Fig. 1: the metal 1 layer
Drawn at 3 px/micron. Cells faint in the background.
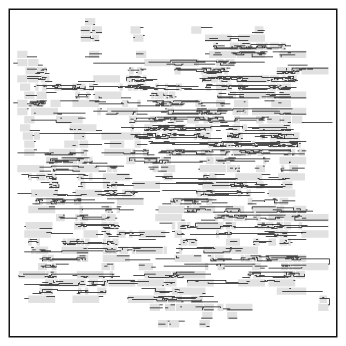
Fig. 2: signal wires on met2
Drawn at 4 px/micron.
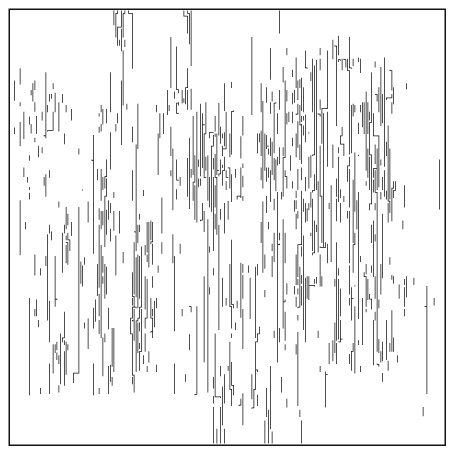
Fig. 3: the metal 3 layer
Drawn at 2 px/micron. Cells faint in the background.
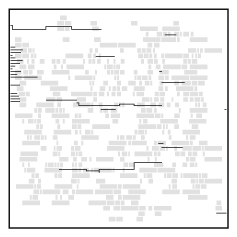
Fig. 4: pin map
Drawn at 4 px/micron. Pins as bars across the die edge, other pins in grey.
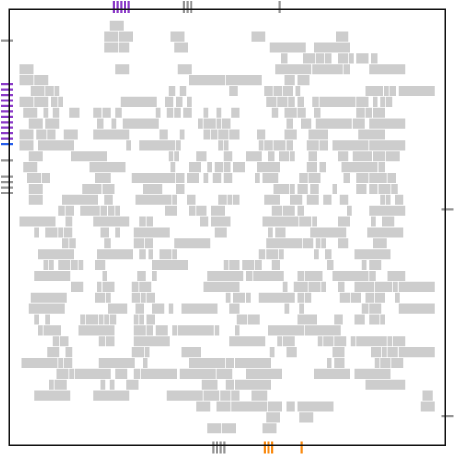
[src/rtl/dpt_sequencer.sv]
// rtl/dpt_sequencer.sv - double-pulse test sequencer with debounced trigger, voltage window and fault abort
// Optional third pulse (GAP2/PULSE3) when DPT_TRIPLE_PULSE_EN is defined.
module dpt_sequencer #(
  parameter int NCH = 4,
  parameter int VOLT_W = 16,
  parameter logic [VOLT_W-1:0] V_LO = 16'h08B0,
  parameter logic [VOLT_W-1:0] V_HI = 16'h0C0C,
  parameter int DEB_CYC = 1_000_000,
  parameter int ARM_DLY = 200_000_000,
  parameter int T_ON1 = 2000,
  parameter int T_OFF = 500,
  parameter int T_ON2 = 1000
`ifdef DPT_TRIPLE_PULSE_EN
  ,
  parameter int T_ON3 = 500
`endif
) (
  input  logic              clk,
  input  logic              sys_rst_n,
  input  logic              trig_in,
  input  logic [VOLT_W-1:0] volt,
  input  logic              volt_vld,
  input  logic [NCH-1:0]    fault_n,
  input  logic [NCH-1:0]    ch_sel,
  output logic [NCH-1:0]    k_out,
  output logic              busy,
  output logic              done,
  output logic [2:0]        status
);

  localparam int MAX_D0 = (ARM_DLY > T_ON1) ? ARM_DLY : T_ON1;
  localparam int MAX_D1 = (MAX_D0 > T_OFF) ? MAX_D0 : T_OFF;
  localparam int MAX_D2 = (MAX_D1 > T_ON2) ? MAX_D1 : T_ON2;
`ifdef DPT_TRIPLE_PULSE_EN
  localparam int MAX_D = (MAX_D2 > T_ON3) ? MAX_D2 : T_ON3;
`else
  localparam int MAX_D = MAX_D2;
`endif
  localparam int CW = $clog2(MAX_D) + 1;
  localparam int DW = $clog2(DEB_CYC) + 1;

  typedef enum logic [3:0] {
    S_IDLE,
    S_ARM,
    S_PULSE1,
    S_GAP,
    S_PULSE2,
    S_DONE,
    S_ABORT
`ifdef DPT_TRIPLE_PULSE_EN
    , S_GAP2,
    S_PULSE3
`endif
  } state_t;

  state_t          state_q, state_d;
  logic [1:0]      vcode_q;
  logic            trig_s1_q, trig_s2_q;
  logic [DW-1:0]   deb_cnt_q;
  logic            deb_lvl_q, deb_lvl_prev_q;
  logic [CW-1:0]   cnt_q, cnt_d;
  logic [NCH-1:0]  sel_q, sel_d;
  logic [NCH-1:0]  k_out_q, k_out_d;
  logic            volt_ok, trig_evt, all_ok, in_seq, pulse_nxt;

  assign volt_ok  = (vcode_q == 2'd1);
  assign trig_evt = deb_lvl_q & ~deb_lvl_prev_q;
  assign all_ok   = &fault_n;

  always_ff @(posedge clk or negedge sys_rst_n) begin
    if (!sys_rst_n) begin
      vcode_q <= 2'd0;
    end else if (volt_vld) begin
      if (volt <= V_LO)      vcode_q <= 2'd0;
      else if (volt <= V_HI) vcode_q <= 2'd1;
      else                   vcode_q <= 2'd2;
    end
  end

  // Level only moves after the synced input disagrees with it for DEB_CYC straight cycles.
  always_ff @(posedge clk or negedge sys_rst_n) begin
    if (!sys_rst_n) begin
      trig_s1_q      <= 1'b0;
      trig_s2_q      <= 1'b0;
      deb_cnt_q      <= '0;
      deb_lvl_q      <= 1'b0;
      deb_lvl_prev_q <= 1'b0;
    end else begin
      trig_s1_q      <= trig_in;
      trig_s2_q      <= trig_s1_q;
      deb_lvl_prev_q <= deb_lvl_q;
      if (trig_s2_q != deb_lvl_q) begin
        if (deb_cnt_q == DW'(DEB_CYC - 1)) begin
          deb_lvl_q <= trig_s2_q;
          deb_cnt_q <= '0;
        end else begin
          deb_cnt_q <= deb_cnt_q + DW'(1);
        end
      end else begin
        deb_cnt_q <= '0;
      end
    end
  end

  function automatic logic [CW-1:0] dur_load(input state_t s);
    case (s)
      S_ARM:    dur_load = CW'(ARM_DLY - 1);
      S_PULSE1: dur_load = CW'(T_ON1 - 1);
      S_GAP:    dur_load = CW'(T_OFF - 1);
      S_PULSE2: dur_load = CW'(T_ON2 - 1);
`ifdef DPT_TRIPLE_PULSE_EN
      S_GAP2:   dur_load = CW'(T_OFF - 1);
      S_PULSE3: dur_load = CW'(T_ON3 - 1);
`endif
      default:  dur_load = '0;
    endcase
  endfunction

  always_ff @(posedge clk or negedge sys_rst_n) begin
    if (!sys_rst_n) begin
      state_q <= S_IDLE;
      cnt_q   <= '0;
      sel_q   <= '0;
      k_out_q <= '0;
    end else begin
      state_q <= state_d;
      cnt_q   <= cnt_d;
      sel_q   <= sel_d;
      k_out_q <= k_out_d;
    end
  end

  always_comb begin
    state_d = state_q;
    in_seq  = 1'b0;
    case (state_q)
      S_IDLE:   if (trig_evt && volt_ok && all_ok && (|ch_sel)) state_d = S_ARM;
      S_ARM:    begin in_seq = 1'b1; if (cnt_q == '0) state_d = S_PULSE1; end
      S_PULSE1: begin in_seq = 1'b1; if (cnt_q == '0) state_d = S_GAP; end
      S_GAP:    begin in_seq = 1'b1; if (cnt_q == '0) state_d = S_PULSE2; end
`ifdef DPT_TRIPLE_PULSE_EN
      S_PULSE2: begin in_seq = 1'b1; if (cnt_q == '0) state_d = S_GAP2; end
      S_GAP2:   begin in_seq = 1'b1; if (cnt_q == '0) state_d = S_PULSE3; end
      S_PULSE3: begin in_seq = 1'b1; if (cnt_q == '0) state_d = S_DONE; end
`else
      S_PULSE2: begin in_seq = 1'b1; if (cnt_q == '0) state_d = S_DONE; end
`endif
      S_DONE:   state_d = S_IDLE;
      S_ABORT:  if (!deb_lvl_q && all_ok) state_d = S_IDLE;
      default:  state_d = S_IDLE;
    endcase
    // Abort outranks the duration expiry evaluated above.
    if (in_seq && (!all_ok || !volt_ok)) state_d = S_ABORT;
  end

  always_comb begin
    cnt_d = cnt_q;
    if (state_d != state_q)  cnt_d = dur_load(state_d);
    else if (cnt_q != '0)    cnt_d = cnt_q - CW'(1);
  end

  always_comb begin
    sel_d = sel_q;
    if (state_q == S_IDLE && state_d == S_ARM) sel_d = ch_sel;
  end

  always_comb begin
`ifdef DPT_TRIPLE_PULSE_EN
    pulse_nxt = (state_d == S_PULSE1) || (state_d == S_PULSE2) || (state_d == S_PULSE3);
`else
    pulse_nxt = (state_d == S_PULSE1) || (state_d == S_PULSE2);
`endif
    k_out_d = pulse_nxt ? (sel_d & fault_n) : '0;
  end

  always_comb begin
    busy   = 1'b0;
    done   = 1'b0;
    status = {1'b0, vcode_q};
    case (state_q)
      S_IDLE:   status = {1'b0, vcode_q};
      S_ARM:    begin busy = 1'b1; status = 3'd3; end
      S_PULSE1, S_GAP, S_PULSE2: begin busy = 1'b1; status = 3'd4; end
`ifdef DPT_TRIPLE_PULSE_EN
      S_GAP2, S_PULSE3: begin busy = 1'b1; status = 3'd4; end
`endif
      S_DONE:   begin done = 1'b1; status = 3'd5; end
      S_ABORT:  status = 3'd6;
      default:  status = 3'd0;
    endcase
  end

  assign k_out = k_out_q;

endmodule

[config.mk]
export PLATFORM = sky130hd
export DESIGN_NAME = dpt_sequencer
export DESIGN_NICKNAME = d
export VERILOG_FILES = /design/src/rtl/dpt_sequencer.sv
export SDC_FILE = /design/constraint.sdc
export NUM_CORES = 1
export LEC_CHECK = 0
export CORE_MARGIN = 2
export CORE_UTILIZATION = 34
export CTS_CLUSTER_SIZE = 25
export DETAILED_ROUTE_END_ITERATION = 8
export GPL_TIMING_DRIVEN = 0
export PLACE_DENSITY_LB_ADDON = 0.08
export SLEW_MARGIN = 20
export SYNTH_ARGS = -nofsm -noshare
export SYNTH_HDL_FRONTEND = slang
export SYNTH_SLANG_ARGS = --single-unit
[constraint.sdc]
create_clock -name clk -period 3.1 [get_ports clk]
set_clock_uncertainty 0.05 [all_clocks]
set_input_delay 0.465 -clock clk [delete_from_list [all_inputs] [get_ports clk]]
set_output_delay 0.465 -clock clk [all_outputs]
set_load 0.02 [all_outputs]
==> results.json <==
{
  "seq_cells": 68,
  "drcViolationCount": 0,
  "wl_per_cell_microns": 14.41,
  "critPathLaunchType": "flop",
  "maxSlewHeadroom_pct": 41.19,
  "antenna_found_initial": 0,
  "yosysMostFrequentCell": "dfrtp_1",
  "top_cell_area_share_pct": 45.70,
  "period_needed_ps": 2929,
  "yosysUniqueCellTypes": 54,
  "fp-row-count": 38,
  "logic_area_sq_um": 1951,
  "critPathKind": "flop to flop",
  "edf_count": 0,
  "power_mw": 3.637,
  "cts_buffers": 9,
  "buf_share_pct": 10.63,
  "cts_sinks": 68,
  "regToRegStartpoint": "cnt_q[21]",
  "netlist_top_cells_count": "dfrtp_1, nor2_1, xnor2_1, xor2_1, nor3_1",
  "maxSlewViolCount": 0,
  "synth_warnings": 0,
  "ys_seq_share_pct": 45.70,
  "track_usage_pct": 15.87,
  "drive_gt1_share_pct": 10.69,
  "tightest_slew_ps": 874.0,
  "via_per_inst": 5.031,
  "endpoint_kind": "flop",
  "gp_congestion": 0.7714,
  "dp_hpwl_microns": 6072,
  "pin_count": 37,
  "insertion_delay_ps": 360,
  "reg2regPathDepth": 8,
  "ys_sh_xor_pct": 10.58,
  "outcome": "complete, no violations",
  "final_cell_mix": "dfrtp_1, nor2_1, clkdlybuf4s50_1, xnor2_1, xor2_1",
  "utilization_pct": 42.38,
  "synth.area.mux_share_pct": 2.050,
  "fin_tns_setup_ps": 0,
  "syn_to_final_growth_pct": 22.31,
  "async_flop_share_pct": 100.0,
  "post-route-period-util_pct": 94.49,
  "whs_path_depth": 0,
  "ys_ff": 68,
  "seqCellArea_sq_um": 1702,
  "timing.fmax_ghz": 0.3414,
  "regToRegEndpoint": "cnt_q[8]",
  "drv_cap": 0,
  "ys_sh_aoi_pct": 10.99,
  "synth-cells-yosys": 393,
  "fillers": 1088,
  "final_area_sq_um": 4554,
  "path_max_fanout": 10,
  "grt-ovfl-total": 0,
  "post-place-ws_ps": -388.7,
  "num-clock-buffers": 10,
  "setup_ws_ps": 170.8,
  "drt.antenna.violating_nets": 0,
  "hold_end": "trig_s2_q",
  "warning_count": 26,
  "core_area_sq_um": 10750,
  "yosys_most_used_dff": "dfrtp_1",
  "crit_arrival_ps": 3090,
  "top_area_cell_class": "combinational gates",
  "cts_tree": "done",
  "cts_buffer_depth": 2,
  "diodes": 0,
  "nMultiInputCombCells": 299,
  "worstHoldStart": "trig_s1_q",
  "inv_count": 11,
  "reg2reg_slack_ps": 170,
  "ys_area_sq_um": 3724,
  "taps": 140,
  "dr.first_iter.drc_count": 148,
  "irDropWorstVdd_v": 0.0005153,
  "fp_nets": 423,
  "grt_max_degree": 48,
  "place_area_sq_um": 4284,
  "final_common_cell": "dfrtp_1",
  "fin_nets": 474,
  "synthTopLogicFamily": "simple AND/OR/NAND/NOR gates",
  "grt_pass1_wl_microns": 14450,
  "ys_sh_simple_pct": 27.02,
  "setup_viol": 0,
  "p_per_area_nw_per_um2": 798.6,
  "hold_viol_final": 0,
  "seqAreaFraction_pct": 37.36,
  "chipArea_sq_um": 11800,
  "clk_pin_slew_worst_paths_ps": 70,
  "netlist_area_sq_um": 3724,
  "min_path_type": "flop to flop",
  "cts-htree-levels": 3,
  "comb-cell-share_pct": 42.83,
  "synth_cells": 393,
  "grt_pass1_vias": 2931,
  "root_buffer": "clkbuf_8",
  "area_leaders": "dfrtp_1, xnor2_1, nor2_1, xor2_1, o21a_1",
  "yosys.area_share.adder_pct": 0.6720,
  "leakagePower_nw": 1.886,
  "synth_area_leader_cell": "dfrtp_1",
  "fp_util_pct": 34.65,
  "clock_cell_area_share_pct": 4.423,
  "avgSynthCellArea_sq_um": 9.475,
  "dr.pass1.iters": 4,
  "cp_data_required_time_ps": 3260,
  "signal_buffers": 55
}
Notes on Fig. 1 above:
longest straight run: 27.1 microns
main direction: horizontal
wire length on this layer: 4160 microns
nets with wire on the layer: 437
vias: 2963
met1 usage: 21.16%

Notes on Fig. 2 above:
share of all routed wire: 47%
wire length on this layer: 3950 microns
longest straight run: 43.2 microns
routing usage on met2: 25.09%
wirelength, routed: 8488 microns

Notes on Fig. 3 above:
wire length on this layer: 289 microns
longest straight run: 20.2 microns
nets with wire on the layer: 24
main direction: horizontal
met3 usage: 4.722%

Notes on Fig. 4 above:
legend:
  purple:
    port: `volt`
    pins: 16
    direction: input
    edge: 11 left, 5 top
  orange:
    port: `k_out`
    pins: 4
    direction: output
    edge: bottom
  blue:
    port: `volt_vld`
    pins: 1
    direction: input
    edge: left
all pins by edge: 18 left, 9 top, 8 bottom, 2 right
Port Buffers: 36
die width: 108.7 microns

[state kept, by name (all words and copies together), names as in the netlist, 2 cells and up]
signal     flops
vcode_q        2
sel_q          4
deb_cnt_q     21
k_out          4
state_q        4
cnt_q         29
[worst max path at each step]
stage	to	depth (start not counted)	slack, ps	from
2_1_floorplan	cnt_q[4]	11	570	cnt_q[0]
3_3_place_gp	trig_s1_q	1	-970	sys_rst_n
3_5_place_dp	cnt_q[0]	10	-390	cnt_q[0]
4_1_cts	cnt_q[6]	11	1	cnt_q[0]
5_1_grt	cnt_q[1]	10	-40	cnt_q[0]
6_report	cnt_q[8]	8	170	cnt_q[21]
[stage by stage]
step / hold slack [ps] / std cells
finish: 304.1 / 589
global route: 310.0 / 589
CTS: 305.7 / 589
detailed placement: 287.2 / 570
global placement: 282.3 / 569
floorplan: 119.4 / 393
[report_power, final]
group | total (mW) | switching (mW) | internal [mW]
Clock | 0.745 | 0.353 | 0.391
Sequential | 1.25 | 0.205 | 1.04
Combinational | 1.64 | 0.906 | 0.737
[routing by layer]
metal,share of wire [%],GRT usage (%),up-vias
met5,0,0,-
met3,3.4,4.722,7
met2,47,25.09,36
met4,1.0,4.396,0
met1,49,21.16,1429
li1,-,-,1491
[worst max-delay path, stage by stage, from the launching register on]
cell and delay [ps]:
dfrtp_1 440, nor4_2 450, nand4_2 260, or4_4 610
a31oi_1 230, o21bai_2 120, buf_2 220, o211ai_1 250
o21ai_1 130
[kinds of logic after synthesis]
kind of cell,after synthesis
AOI/OAI and AO/OA,62
and+or+nand+nor,182
buffers and inverters,26
muxes,7
adders and majority gates,2
xor gates and xnor gates,45
DFF,68
other,1
[timing repair]
action	4_1_cts	5_1_grt
hold buffers	1	0
gates resized	3	4
setup buffers	2	2
pin swaps	1	2
endpoints found under the hold margin	21	0
setup endpoints to repair	29	29
